--- src/rtl/tdc_measure_ctrl_if.sv ---
// Control, capture-column and result-handshake bundle for one TDC measurement channel.
interface tdc_measure_ctrl_if #(
  parameter int NUM_FF      = 64,
  parameter int BITS_DECO   = 8,
  parameter int COARSE_BITS = 16
);
  logic                   wArm;
  logic                   wAbort;
  logic                   wStartHit;
  logic                   wStopHit;
  logic [NUM_FF-1:0]      wStartCol;
  logic [NUM_FF-1:0]      wStopCol;
  logic                   wBusy;
  logic                   wResValid;
  logic                   wResReady;
  logic [COARSE_BITS-1:0] wCoarse;
  logic [BITS_DECO-1:0]   wFineStart;
  logic [BITS_DECO-1:0]   wFineStop;
  logic                   wOverflow;

  // Sequencer/readout side: drives requests, hits and columns, consumes results.
  modport master (
    output wArm, wAbort, wStartHit, wStopHit, wStartCol, wStopCol, wResReady,
    input  wBusy, wResValid, wCoarse, wFineStart, wFineStop, wOverflow
  );

  // Measurement controller side.
  modport slave (
    input  wArm, wAbort, wStartHit, wStopHit, wStartCol, wStopCol, wResReady,
    output wBusy, wResValid, wCoarse, wFineStart, wFineStop, wOverflow
  );
endinterface

--- src/rtl/tdc_measure_ctrl.sv ---
// Measurement sequencer for one TDC channel: arms, latches the start/stop
// thermometer columns, counts coarse cycles between them, ones-counts both
// columns one CHUNK slice per cycle and hands the result to the readout.
module tdc_measure_ctrl #(
  parameter int NUM_FF      = 64,
  parameter int CHUNK       = 8,
  parameter int BITS_DECO   = 8,
  parameter int COARSE_BITS = 16
) (
  input logic              wClk,
  input logic              wRstN,
  tdc_measure_ctrl_if.slave tdc
);

  localparam int NSL = NUM_FF / CHUNK;
  localparam int IW  = $clog2(NSL + 1);
  localparam logic [IW-1:0]          LAST = IW'(NSL);
  localparam logic [COARSE_BITS-1:0] CMAX = '1;

  typedef enum logic [2:0] {S_IDLE, S_ARMED, S_RUN, S_DECODE, S_DONE} state_t;

  state_t                 state;
  logic [COARSE_BITS-1:0] cnt;
  logic [COARSE_BITS-1:0] cnt_inc;
  logic [IW-1:0]          idx;
  logic [NUM_FF-1:0]      col_start;
  logic [NUM_FF-1:0]      col_stop;
  logic [BITS_DECO-1:0]   acc_start;
  logic [BITS_DECO-1:0]   acc_stop;
  logic                   ovf_flag;
  logic                   busy_r;
  logic                   valid_r;
  logic [COARSE_BITS-1:0] coarse_r;
  logic [BITS_DECO-1:0]   fine_start_r;
  logic [BITS_DECO-1:0]   fine_stop_r;
  logic                   ovf_r;

  // Ones count of one slice; every set bit counts, so bubbles are harmless.
  function automatic logic [BITS_DECO-1:0] popcnt(input logic [CHUNK-1:0] s);
    logic [BITS_DECO-1:0] n;
    n = '0;
    for (int i = 0; i < CHUNK; i++) n = n + BITS_DECO'(s[i]);
    return n;
  endfunction

  // Coarse count never wraps; it sticks at all-ones.
  function automatic logic [COARSE_BITS-1:0] sat_inc(input logic [COARSE_BITS-1:0] c);
    return (c == CMAX) ? c : c + 1'b1;
  endfunction

  // Next coarse value including the current RUN cycle.
  always_comb cnt_inc = sat_inc(cnt);

  // Sequencer FSM with registered status and result outputs.
  always_ff @(posedge wClk or negedge wRstN) begin
    if (!wRstN) begin
      state        <= S_IDLE;
      cnt          <= '0;
      idx          <= '0;
      acc_start    <= '0;
      acc_stop     <= '0;
      ovf_flag     <= 1'b0;
      busy_r       <= 1'b0;
      valid_r      <= 1'b0;
      coarse_r     <= '0;
      fine_start_r <= '0;
      fine_stop_r  <= '0;
      ovf_r        <= 1'b0;
    end else if (tdc.wAbort) begin
      state     <= S_IDLE;
      cnt       <= '0;
      idx       <= '0;
      acc_start <= '0;
      acc_stop  <= '0;
      ovf_flag  <= 1'b0;
      busy_r    <= 1'b0;
      valid_r   <= 1'b0;
      ovf_r     <= 1'b0;
    end else begin
      case (state)
        S_IDLE: begin
          if (tdc.wArm) begin
            state  <= S_ARMED;
            busy_r <= 1'b1;
          end
        end
        S_ARMED: begin
          if (tdc.wStartHit) begin
            cnt      <= '0;
            ovf_flag <= 1'b0;
            state    <= S_RUN;
          end
        end
        S_RUN: begin
          cnt <= cnt_inc;
          if (tdc.wStopHit || cnt_inc == CMAX) begin
            ovf_flag  <= !tdc.wStopHit;
            acc_start <= '0;
            acc_stop  <= '0;
            idx       <= '0;
            state     <= S_DECODE;
          end
        end
        S_DECODE: begin
          if (idx == LAST) begin
            coarse_r     <= cnt;
            fine_start_r <= acc_start;
            fine_stop_r  <= acc_stop;
            ovf_r        <= ovf_flag;
            valid_r      <= 1'b1;
            busy_r       <= 1'b0;
            state        <= S_DONE;
          end else begin
            acc_start <= acc_start + popcnt(col_start[CHUNK-1:0]);
            acc_stop  <= acc_stop + popcnt(col_stop[CHUNK-1:0]);
            idx       <= idx + 1'b1;
          end
        end
        S_DONE: begin
          if (tdc.wResReady) begin
            valid_r <= 1'b0;
            state   <= S_IDLE;
          end
        end
        default: state <= S_IDLE;
      endcase
    end
  end

  // Column snapshots: latched on the hit edges, then shifted down one slice per decode cycle.
  always_ff @(posedge wClk) begin
    if (!tdc.wAbort) begin
      case (state)
        S_ARMED: begin
          if (tdc.wStartHit) col_start <= tdc.wStartCol;
        end
        S_RUN: begin
          if (tdc.wStopHit)         col_stop <= tdc.wStopCol;
          else if (cnt_inc == CMAX) col_stop <= '0;
        end
        S_DECODE: begin
          if (idx != LAST) begin
            col_start <= col_start >> CHUNK;
            col_stop  <= col_stop >> CHUNK;
          end
        end
        default: ;
      endcase
    end
  end

  assign tdc.wBusy      = busy_r;
  assign tdc.wResValid  = valid_r;
  assign tdc.wCoarse    = coarse_r;
  assign tdc.wFineStart = fine_start_r;
  assign tdc.wFineStop  = fine_stop_r;
  assign tdc.wOverflow  = ovf_r;

endmodule

--- src/flat_wrapper.sv ---
// flat-port wrapper written by rule: the top's interface ports become plain ports
module tdc_measure_ctrl_flat 
#(
  parameter int NUM_FF      = 64,
  parameter int CHUNK       = 8,
  parameter int BITS_DECO   = 8,
  parameter int COARSE_BITS = 16
)
  (wClk, wRstN, tdc_wArm, tdc_wAbort, tdc_wStartHit, tdc_wStopHit, tdc_wStartCol, tdc_wStopCol, tdc_wResReady, tdc_wBusy, tdc_wResValid, tdc_wCoarse, tdc_wFineStart, tdc_wFineStop, tdc_wOverflow);
  tdc_measure_ctrl_if #(.NUM_FF(NUM_FF), .BITS_DECO(BITS_DECO), .COARSE_BITS(COARSE_BITS)) tdc_i ();
  input logic wClk;
  input logic wRstN;
  input wire logic [$bits(tdc_i.wArm)-1:0] tdc_wArm;
  input wire logic [$bits(tdc_i.wAbort)-1:0] tdc_wAbort;
  input wire logic [$bits(tdc_i.wStartHit)-1:0] tdc_wStartHit;
  input wire logic [$bits(tdc_i.wStopHit)-1:0] tdc_wStopHit;
  input wire logic [$bits(tdc_i.wStartCol)-1:0] tdc_wStartCol;
  input wire logic [$bits(tdc_i.wStopCol)-1:0] tdc_wStopCol;
  input wire logic [$bits(tdc_i.wResReady)-1:0] tdc_wResReady;
  output wire logic [$bits(tdc_i.wBusy)-1:0] tdc_wBusy;
  output wire logic [$bits(tdc_i.wResValid)-1:0] tdc_wResValid;
  output wire logic [$bits(tdc_i.wCoarse)-1:0] tdc_wCoarse;
  output wire logic [$bits(tdc_i.wFineStart)-1:0] tdc_wFineStart;
  output wire logic [$bits(tdc_i.wFineStop)-1:0] tdc_wFineStop;
  output wire logic [$bits(tdc_i.wOverflow)-1:0] tdc_wOverflow;
  assign tdc_i.wArm = tdc_wArm;
  assign tdc_i.wAbort = tdc_wAbort;
  assign tdc_i.wStartHit = tdc_wStartHit;
  assign tdc_i.wStopHit = tdc_wStopHit;
  assign tdc_i.wStartCol = tdc_wStartCol;
  assign tdc_i.wStopCol = tdc_wStopCol;
  assign tdc_i.wResReady = tdc_wResReady;
  assign tdc_wBusy = tdc_i.wBusy;
  assign tdc_wResValid = tdc_i.wResValid;
  assign tdc_wCoarse = tdc_i.wCoarse;
  assign tdc_wFineStart = tdc_i.wFineStart;
  assign tdc_wFineStop = tdc_i.wFineStop;
  assign tdc_wOverflow = tdc_i.wOverflow;
  tdc_measure_ctrl #(.NUM_FF(NUM_FF), .CHUNK(CHUNK), .BITS_DECO(BITS_DECO), .COARSE_BITS(COARSE_BITS)) u_core (.wClk(wClk), .wRstN(wRstN), .tdc(tdc_i));
endmodule
--- config.mk ---
export PLATFORM = sky130hd
export DESIGN_NAME = tdc_measure_ctrl_flat
export DESIGN_NICKNAME = d
export VERILOG_FILES = /design/src/rtl/tdc_measure_ctrl_if.sv /design/src/rtl/tdc_measure_ctrl.sv /design/src/flat_wrapper.sv
export SDC_FILE = /design/constraint.sdc
export NUM_CORES = 1
export LEC_CHECK = 0
export ABC_AREA = 0
export CORE_ASPECT_RATIO = 0.7
export CORE_MARGIN = 5
export CORE_UTILIZATION = 50
export CTS_BUF_LIST = sky130_fd_sc_hd__clkbuf_4 sky130_fd_sc_hd__clkbuf_8
export DETAILED_ROUTE_END_ITERATION = 8
export GPL_ROUTABILITY_DRIVEN = 1
export PLACE_DENSITY = 0.81
export SYNTH_ARGS = -nofsm -noshare
export SYNTH_HDL_FRONTEND = slang
export SYNTH_SLANG_ARGS = --single-unit
--- constraint.sdc ---
create_clock -name wClk -period 8.13 [get_ports wClk]
set_input_delay 1.626 -clock wClk [delete_from_list [all_inputs] [get_ports wClk]]
set_output_delay 1.626 -clock wClk [all_outputs]
set_load 0.01 [all_outputs]
**Run 1: cell sizes after repair**

The bar under the picture is 50 um long.
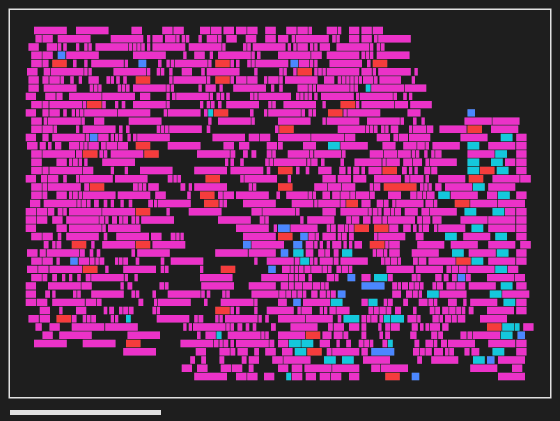
| size | color | cells | share |
|---|---|---|---|
| x3 and x4 | blue | 21 | 1.8% |
| x1 and smaller | magenta | 1035 | 90% |
| x2 | cyan | 49 | 4.3% |
| x6 and larger | red | 44 | 3.8% |
Worst Slack Setup Final: 4.15 ns
Non-clk bufs: 177

**Run 1: the metal 4 layer**

The bar under the picture is 50 um long. Cells faint in the background.
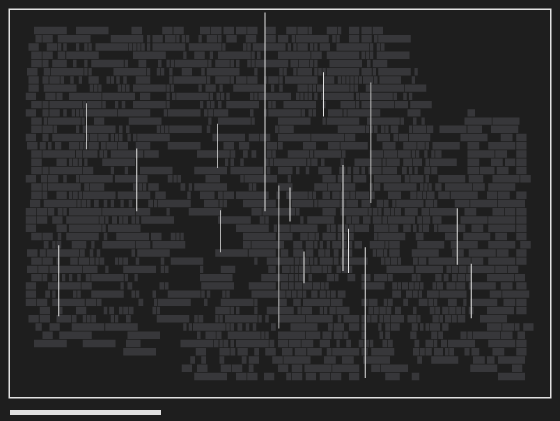
main direction: vertical
wire length on this layer: 401 um
nets with wire on the layer: 8
longest straight run: 65.3 um
share of all routed wire: 1.8%
DR vias: 7470
WL final: 22200 um

==> run_results.csv, run 1 <==
group,metric,value,unit
worst_setup_path,crit_arrival,4.39,ns
pwr,comb-power,0.208,mW
worst_setup_path,reg2regPathDepth,14,
finish,num-nets-final,1294,
clock_tree,root_buffer,"clkbuf_8",
pwr,p_sw_frac,0.225,
place,dpl_worst_slack,3.86,ns
clock_tree,cts_setup_buffers,0,
place,postPlaceCellArea,11800,um^2
worst_setup_path,r2r_end,"u_core.acc_stop[6]$_DFFE_PN0P_",
logic_synthesis,synth_area,9910,um^2
sta,worst_pin_slew,1.17,ns
finish,nNonClkInverters,33,
outcome,status,"complete, no violations",
sta,final.min_clock_period,3.98,ns
finish,layout.cells.non_filler,1420,
worst_setup_path,cp_num_buf_inv,2,
finish,logic_area,3830,um^2
job,warnings,31,
worst_setup_path,crit_family,"adder cells",
logic_synthesis,postSynthCellCount,976,
**Run 1: signal wires by layer**

Two of the layers only.
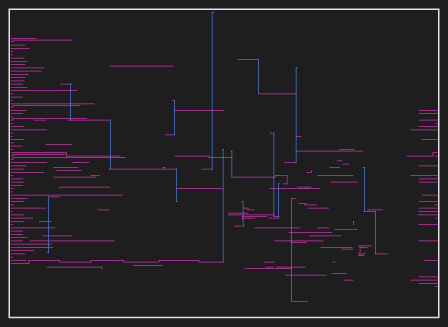
| layer | color | wire length |
|---|---|---|
| M3 | magenta | 1730 um |
| M4 | blue | 401 um |

==> inputs of run 2 (changes only) <==
- PLACE_DENSITY: 0.81 -> 0.84
- clock period: 8.13 -> 3.38 ns (I/O delays scaled with it)
**Run 2: signal wires by layer**

Two of the layers only.
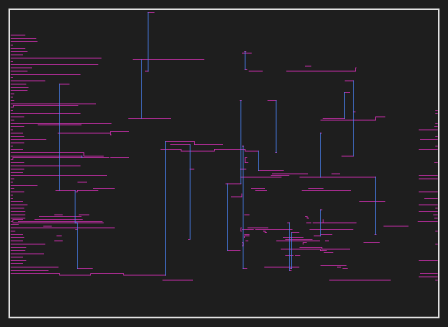
| layer | color | wire length |
|---|---|---|
| M4 | blue | 503 um |
| M3 | magenta | 1840 um |

**Run 2: M2 wires**

Cells faint in the background.
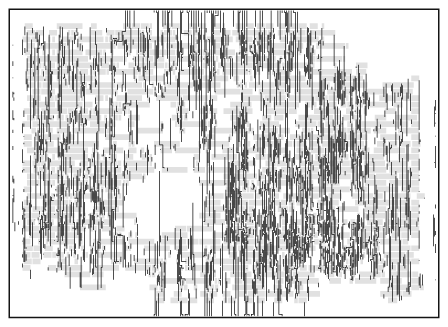
main direction: vertical
wire length on this layer: 11100 um
longest straight run: 51.3 um

==> run 2 against run 1 <==
Net effect: the flow now finishes with violations (setup timing); critical endpoint is now u_core.acc_start[6]$_DFFE_PN0P_; die area did not move; core utilization increased by 1.6 points; via count rose by 2.5%; final area increased by 2.6%; critical path type unchanged; largest power group unchanged.
==> run_results.csv, run 2 <==
group,metric,value,unit
routing,drt-total-wl,23100,um
outcome,violations,"setup timing",
worst_setup_path,cp_num_buf_inv,2,
finish,num-nets-final,1323,
outcome,status,"finished, violations left",
sta,fin_ws,-0.215,ns
worst_setup_path,crit_family,"adder cells",
logic_synthesis,postSynthCellCount,976,
logic_synthesis,synth_area,9910,um^2
place,dpl_worst_slack,-0.244,ns
place,postPlaceCellArea,12000,um^2
clock_tree,cts_setup_buffers,1,
logic_synthesis,synth_adder_area_share,0.0502,
finish,nNonClkInverters,33,
worst_setup_path,r2r_end,"u_core.acc_start[6]$_DFFE_PN0P_",
routing,vias,7655,
finish,nNonClkBuffers,206,
sta,worst_pin_slew,0.922,ns
sta,hold_viol_final,0,
worst_setup_path,reg2regPathDepth,14,
logic_synthesis,ys_sh_mux,0.0437,
global_routing,antenna_found_initial,1,
finish,logic_area,3920,um^2
job,warnings,30,
sta,whs,0.347,ns
pwr,p_sw_frac,0.228,
floorplan,initial_core_util,0.505,
pwr,comb-power,0.548,mW
clock_tree,root_buffer,"clkbuf_8",
sta,final.min_clock_period,3.60,ns
clock_tree,cts_resized,9,
worst_setup_path,crit_arrival,4.04,ns
sta,setup_viol,7,
floorplan,num_rows,43,
finish,reg_top3,"u_core.col_start (64), u_core.col_stop (64)",
==> inputs of run 3 (changes only) <==
- CORE_MARGIN: 5 -> 3
**Run 3: clock nets**

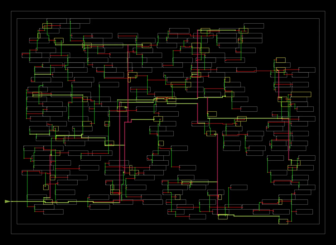
sequential cells: 203
clock latency on the worst-skew pair: 0.56 ns
clock skew: 0.0244 ns

**Run 3: signal wires by layer**

Two of the layers only.
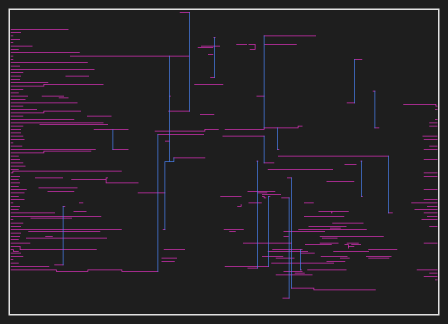
WL final: 22900 um
all-layer global routing usage: 0.211
DR vias: 7731

==> run 3 against run 2 <==
Net effect: the flow still finishes with violations (setup timing); critical path depth is the same; worst hold slack worse by 0.18 ns; wire length down 0.63%; sequential power about the same; total power is 0.15% lower; first-iteration DRC count down 2.0%; area after synthesis unchanged; sequential share of layout area about the same; highest routed layer is now met4; final cell count shrank 0.69%; clock skew fell by 0.014 ns.
==> run_results.csv, run 3 <==
group,metric,value,unit
finish,logic_area,3930,um^2
place,dpl_worst_slack,-0.254,ns
worst_setup_path,cp_num_buf_inv,2,
job,warnings,30,
pwr,comb-power,0.558,mW
clock_tree,cts_setup_buffers,2,
global_routing,antenna_found_initial,0,
floorplan,initial_core_util,0.517,
sta,worst_pin_slew,0.830,ns
sta,final.min_clock_period,3.62,ns
logic_synthesis,postSynthCellCount,976,
floorplan,num_rows,42,
finish,reg_top3,"u_core.col_start (64), u_core.col_stop (64)",
clock_tree,root_buffer,"clkbuf_8",
worst_setup_path,r2r_end,"u_core.acc_start[6]$_DFFE_PN0P_",
outcome,violations,"setup timing",
logic_synthesis,synth_adder_area_share,0.0502,
finish,num-nets-final,1323,
clock_tree,cts_resized,9,
place,postPlaceCellArea,12000,um^2
finish,nNonClkBuffers,207,
sta,fin_ws,-0.243,ns
pwr,p_sw_frac,0.229,
worst_setup_path,crit_family,"adder cells",
logic_synthesis,ys_sh_mux,0.0437,
sta,setup_viol,7,
finish,layout.cells.non_filler,1438,
outcome,status,"finished, violations left",
sta,whs,0.167,ns
sta,hold_viol_final,0,
worst_setup_path,crit_arrival,4.06,ns
Power is estimated from default activity; no workload was simulated.
